### PDN straps and rails

Drawn at 4 px/um. Pins as bars on the die edge.
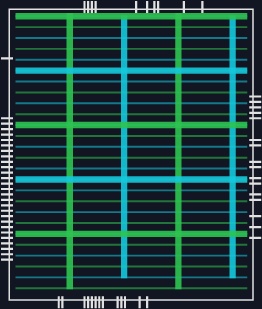
### Cells colored by class

Drawn at 4 px/um. Fill, decap, tap and diode cells in gray.
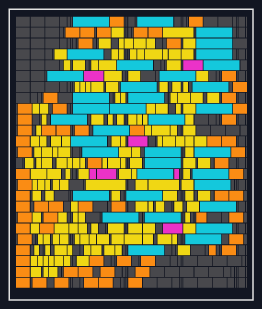
### Routed clock nets over the placement

Drawn at 8 px/um.
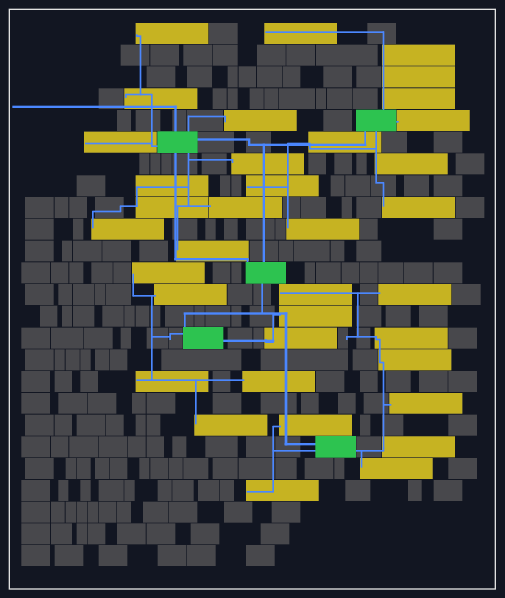
`config.mk`:
```
export PLATFORM = sky130hd
export DESIGN_NAME = multicycle_controller
export DESIGN_NICKNAME = d
export VERILOG_FILES = /design/src/rtl/multicycle_controller.sv
export SDC_FILE = /design/constraint.sdc
export NUM_CORES = 1
export LEC_CHECK = 0
export ABC_CLOCK_PERIOD_IN_PS = 4900
export CORE_ASPECT_RATIO = 1.2
export CORE_UTILIZATION = 50
export CTS_CLUSTER_SIZE = 12
export DETAILED_ROUTE_END_ITERATION = 16
export PLACE_DENSITY = 0.95
export SYNTH_ARGS = -nofsm -noshare
export SYNTH_HDL_FRONTEND = slang
export SYNTH_SLANG_ARGS = --single-unit
```
`constraint.sdc`:
```
create_clock -name clk -period 4.9 [get_ports clk]
set_clock_uncertainty 0.2 [all_clocks]
set_input_delay 0.98 -clock clk [delete_from_list [all_inputs] [get_ports clk]]
set_output_delay 0.98 -clock clk [all_outputs]
set_load 0.02 [all_outputs]
```
`src/rtl/multicycle_controller.sv`:
```
// multicycle_controller: RISC-V multicycle control FSM with ALU/immediate decode and a retired-instruction counter
module multicycle_controller (
    input  logic        clk,
    input  logic        reset_n,
    input  logic [6:0]  op,
    input  logic [2:0]  funct3,
    input  logic        funct7b5,
    input  logic        Zero,
    output logic        PCWrite,
    output logic        AdrSrc,
    output logic        MemWrite,
    output logic        IRWrite,
    output logic        RegWrite,
    output logic [1:0]  ResultSrc,
    output logic [1:0]  ALUSrcA,
    output logic [1:0]  ALUSrcB,
    output logic [1:0]  ImmSrc,
    output logic [2:0]  ALUControl,
    output logic [3:0]  State,
    output logic        Illegal,
    output logic [31:0] InstrCount
);
    localparam logic [3:0] S_FETCH    = 4'd0;
    localparam logic [3:0] S_DECODE   = 4'd1;
    localparam logic [3:0] S_MEMADR   = 4'd2;
    localparam logic [3:0] S_MEMREAD  = 4'd3;
    localparam logic [3:0] S_MEMWB    = 4'd4;
    localparam logic [3:0] S_MEMWRITE = 4'd5;
    localparam logic [3:0] S_EXECUTER = 4'd6;
    localparam logic [3:0] S_EXECUTEI = 4'd7;
    localparam logic [3:0] S_ALUWB    = 4'd8;
    localparam logic [3:0] S_BEQ      = 4'd9;
    localparam logic [3:0] S_JAL      = 4'd10;

    localparam logic [1:0] ALU_ADD   = 2'b00;
    localparam logic [1:0] ALU_SUB   = 2'b01;
    localparam logic [1:0] ALU_FUNCT = 2'b10;

    logic [3:0] state, state_next;
    logic [1:0] alu_op;
    logic [2:0] funct_ctl;
    logic       pc_update, branch, adr_src, mem_write, ir_write, reg_write, illegal;
    logic       is_lw, is_i, is_sw, is_r, is_beq, is_jal, supported, retire;

    assign is_lw     = op == 7'b0000011;
    assign is_i      = op == 7'b0010011;
    assign is_sw     = op == 7'b0100011;
    assign is_r      = op == 7'b0110011;
    assign is_beq    = op == 7'b1100011;
    assign is_jal    = op == 7'b1101111;
    assign supported = is_lw | is_i | is_sw | is_r | is_beq | is_jal;
    assign retire    = state == S_MEMWB || state == S_MEMWRITE || state == S_ALUWB || state == S_BEQ;

    // State register; reset forces FETCH immediately
    always_ff @(posedge clk or negedge reset_n) begin
        if (!reset_n) state <= S_FETCH;
        else          state <= state_next;
    end

    // Retired-instruction counter, bumped on the edge leaving a final state
    always_ff @(posedge clk or negedge reset_n) begin
        if (!reset_n)    InstrCount <= 32'd0;
        else if (retire) InstrCount <= InstrCount + 32'd1;
    end

    // Next-state logic
    always_comb begin
        state_next = S_FETCH;
        case (state)
            S_FETCH:    state_next = S_DECODE;
            S_DECODE:   state_next = (is_lw | is_sw) ? S_MEMADR :
                                     is_r   ? S_EXECUTER :
                                     is_i   ? S_EXECUTEI :
                                     is_beq ? S_BEQ :
                                     is_jal ? S_JAL : S_FETCH;
            S_MEMADR:   state_next = is_sw ? S_MEMWRITE : is_lw ? S_MEMREAD : S_FETCH;
            S_MEMREAD:  state_next = S_MEMWB;
            S_EXECUTER: state_next = S_ALUWB;
            S_EXECUTEI: state_next = S_ALUWB;
            S_JAL:      state_next = S_ALUWB;
            default:    state_next = S_FETCH;
        endcase
    end

    // Moore outputs per state; everything defaults to 0
    always_comb begin
        pc_update = 1'b0;
        branch    = 1'b0;
        adr_src   = 1'b0;
        mem_write = 1'b0;
        ir_write  = 1'b0;
        reg_write = 1'b0;
        illegal   = 1'b0;
        ResultSrc = 2'b00;
        ALUSrcA   = 2'b00;
        ALUSrcB   = 2'b00;
        alu_op    = ALU_ADD;
        case (state)
            S_FETCH: begin
                ir_write  = 1'b1;
                pc_update = 1'b1;
                ALUSrcB   = 2'b10;
                ResultSrc = 2'b10;
            end
            S_DECODE: begin
                ALUSrcA = 2'b01;
                ALUSrcB = 2'b01;
                illegal = !supported;
            end
            S_MEMADR: begin
                ALUSrcA = 2'b10;
                ALUSrcB = 2'b01;
            end
            S_MEMREAD: adr_src = 1'b1;
            S_MEMWB: begin
                ResultSrc = 2'b01;
                reg_write = 1'b1;
            end
            S_MEMWRITE: begin
                adr_src   = 1'b1;
                mem_write = 1'b1;
            end
            S_EXECUTER: begin
                ALUSrcA = 2'b10;
                alu_op  = ALU_FUNCT;
            end
            S_EXECUTEI: begin
                ALUSrcA = 2'b10;
                ALUSrcB = 2'b01;
                alu_op  = ALU_FUNCT;
            end
            S_ALUWB: reg_write = 1'b1;
            S_BEQ: begin
                ALUSrcA = 2'b10;
                alu_op  = ALU_SUB;
                branch  = 1'b1;
            end
            S_JAL: begin
                ALUSrcA   = 2'b01;
                ALUSrcB   = 2'b10;
                pc_update = 1'b1;
            end
            default: ;
        endcase
    end

    // ALU and immediate decode; write strobes are held low while reset is asserted
    always_comb begin
        funct_ctl  = funct3 == 3'b000 ? ({op[5], funct7b5} == 2'b11 ? 3'b001 : 3'b000) :
                     funct3 == 3'b010 ? 3'b101 :
                     funct3 == 3'b110 ? 3'b011 :
                     funct3 == 3'b111 ? 3'b010 : 3'b000;
        ALUControl = alu_op == ALU_SUB ? 3'b001 : alu_op == ALU_FUNCT ? funct_ctl : 3'b000;
        ImmSrc     = is_sw ? 2'b01 : is_beq ? 2'b10 : is_jal ? 2'b11 : 2'b00;
        PCWrite    = reset_n & (pc_update | (branch & Zero));
        AdrSrc     = adr_src;
        MemWrite   = reset_n & mem_write;
        IRWrite    = reset_n & ir_write;
        RegWrite   = reset_n & reg_write;
        Illegal    = reset_n & illegal;
        State      = state;
    end
endmodule

```
==> metrics.cfg <==
[final_layout]
areaGrowthSynthToFinish_pct=37.14
final.clkbuf_count=6
nMultiInputCombCells=156
layout_top_cells_excl_fill_tap=clkdlybuf4s50_1 (65), dfrtp_1 (36), nand2_1 (22)

[job]
maxCapViolCount=0
tool_warnings=26

[logic_synthesis]
synthTopLogicFamily=simple AND/OR/NAND/NOR gates
ys_cells=208
synthTopCellsByCount=dfrtp_1 (36), nand2_1 (22), xnor2_1 (17)
mux_share_pct=1.033
aoi_share_pct=5.228
synth_area_mm2=0.002058
edf_count=0

[floorplanning]
fp.dieH_um=72.29
die_w_um=60.57
die-area_mm2=0.004378

[clock_tree]
cts_tree=done
cts_resized=0
cts_hold_buf=0
htree_levels=2

[drt]
final_antenna_net_count=0

[pwr]
power_leader=registers
power.switching_mw=0.2555

[hold_path]
whs_path_depth=1

[setup_path]
r2r_start=State[2]$_DFF_PN0_
r2r_end=InstrCount[28]$_DFFE_PN0P_
critPathSlowestCell=clkdlybuf4s50_1
cp-endpoint=ImmSrc[1]
path_cells=clkdlybuf4s50_1, nor2b_1, nand4_1, a21oi_1, clkdlybuf4s50_1

[sta]
hold_ws_ns=0.2752
rsz0062_at_grt=false
setup_viol=0

[placed_design]
io_buffers=66
pre_cts_slack_ns=0.8635

[status]
outcome=complete, no violations

Back to the opening pictures, 'PDN straps and rails':
VSS -> green
VDD -> cyan
met1 rails = 26
signal pins = 67
met5 straps = 5
rows = 25
met4 straps = 4

Back to the opening pictures, 'Cells colored by class':
clock drivers and dummy loads -> magenta  # cells 7, share of their area 2.8%
remaining logic cells -> yellow  # cells 163, share of their area 40%
remaining buffers and delay cells -> orange  # cells 67, share of their area 24%
registers -> cyan  # cells 36, share of their area 33%

Back to the opening pictures, 'Routed clock nets over the placement':
clock-net drivers -> green  # count 5
clock wires -> blue  # length 410 um
flip-flops -> yellow  # count 36
routed clock nets = 6

==> registers in the layout (all words and copies together), names as in the netlist <==
| name | flops |
|---|---|
| State | 4 |
| InstrCount | 32 |
==> layer usage <==
metal / global-route usage (%) / part of all wire, % / vias up / wire [um]
met2: 38.34 / 51 / 69 / 2368
met5: 0 / 0 / - / 0
met1: 28.32 / 41 / 880 / 1908
met4: 7.576 / 1.1 / 0 / 51
met3: 7.665 / 6.5 / 6 / 300
li1: - / - / 869 / -
==> worst max-delay path, delay by kind of cell <==
kind / cells / cell delay [ns]
AND-OR/OR-AND: 1 / 0.23
buffers and inverters: 2 / 1.17
AND/OR/NAND/NOR: 2 / 0.51
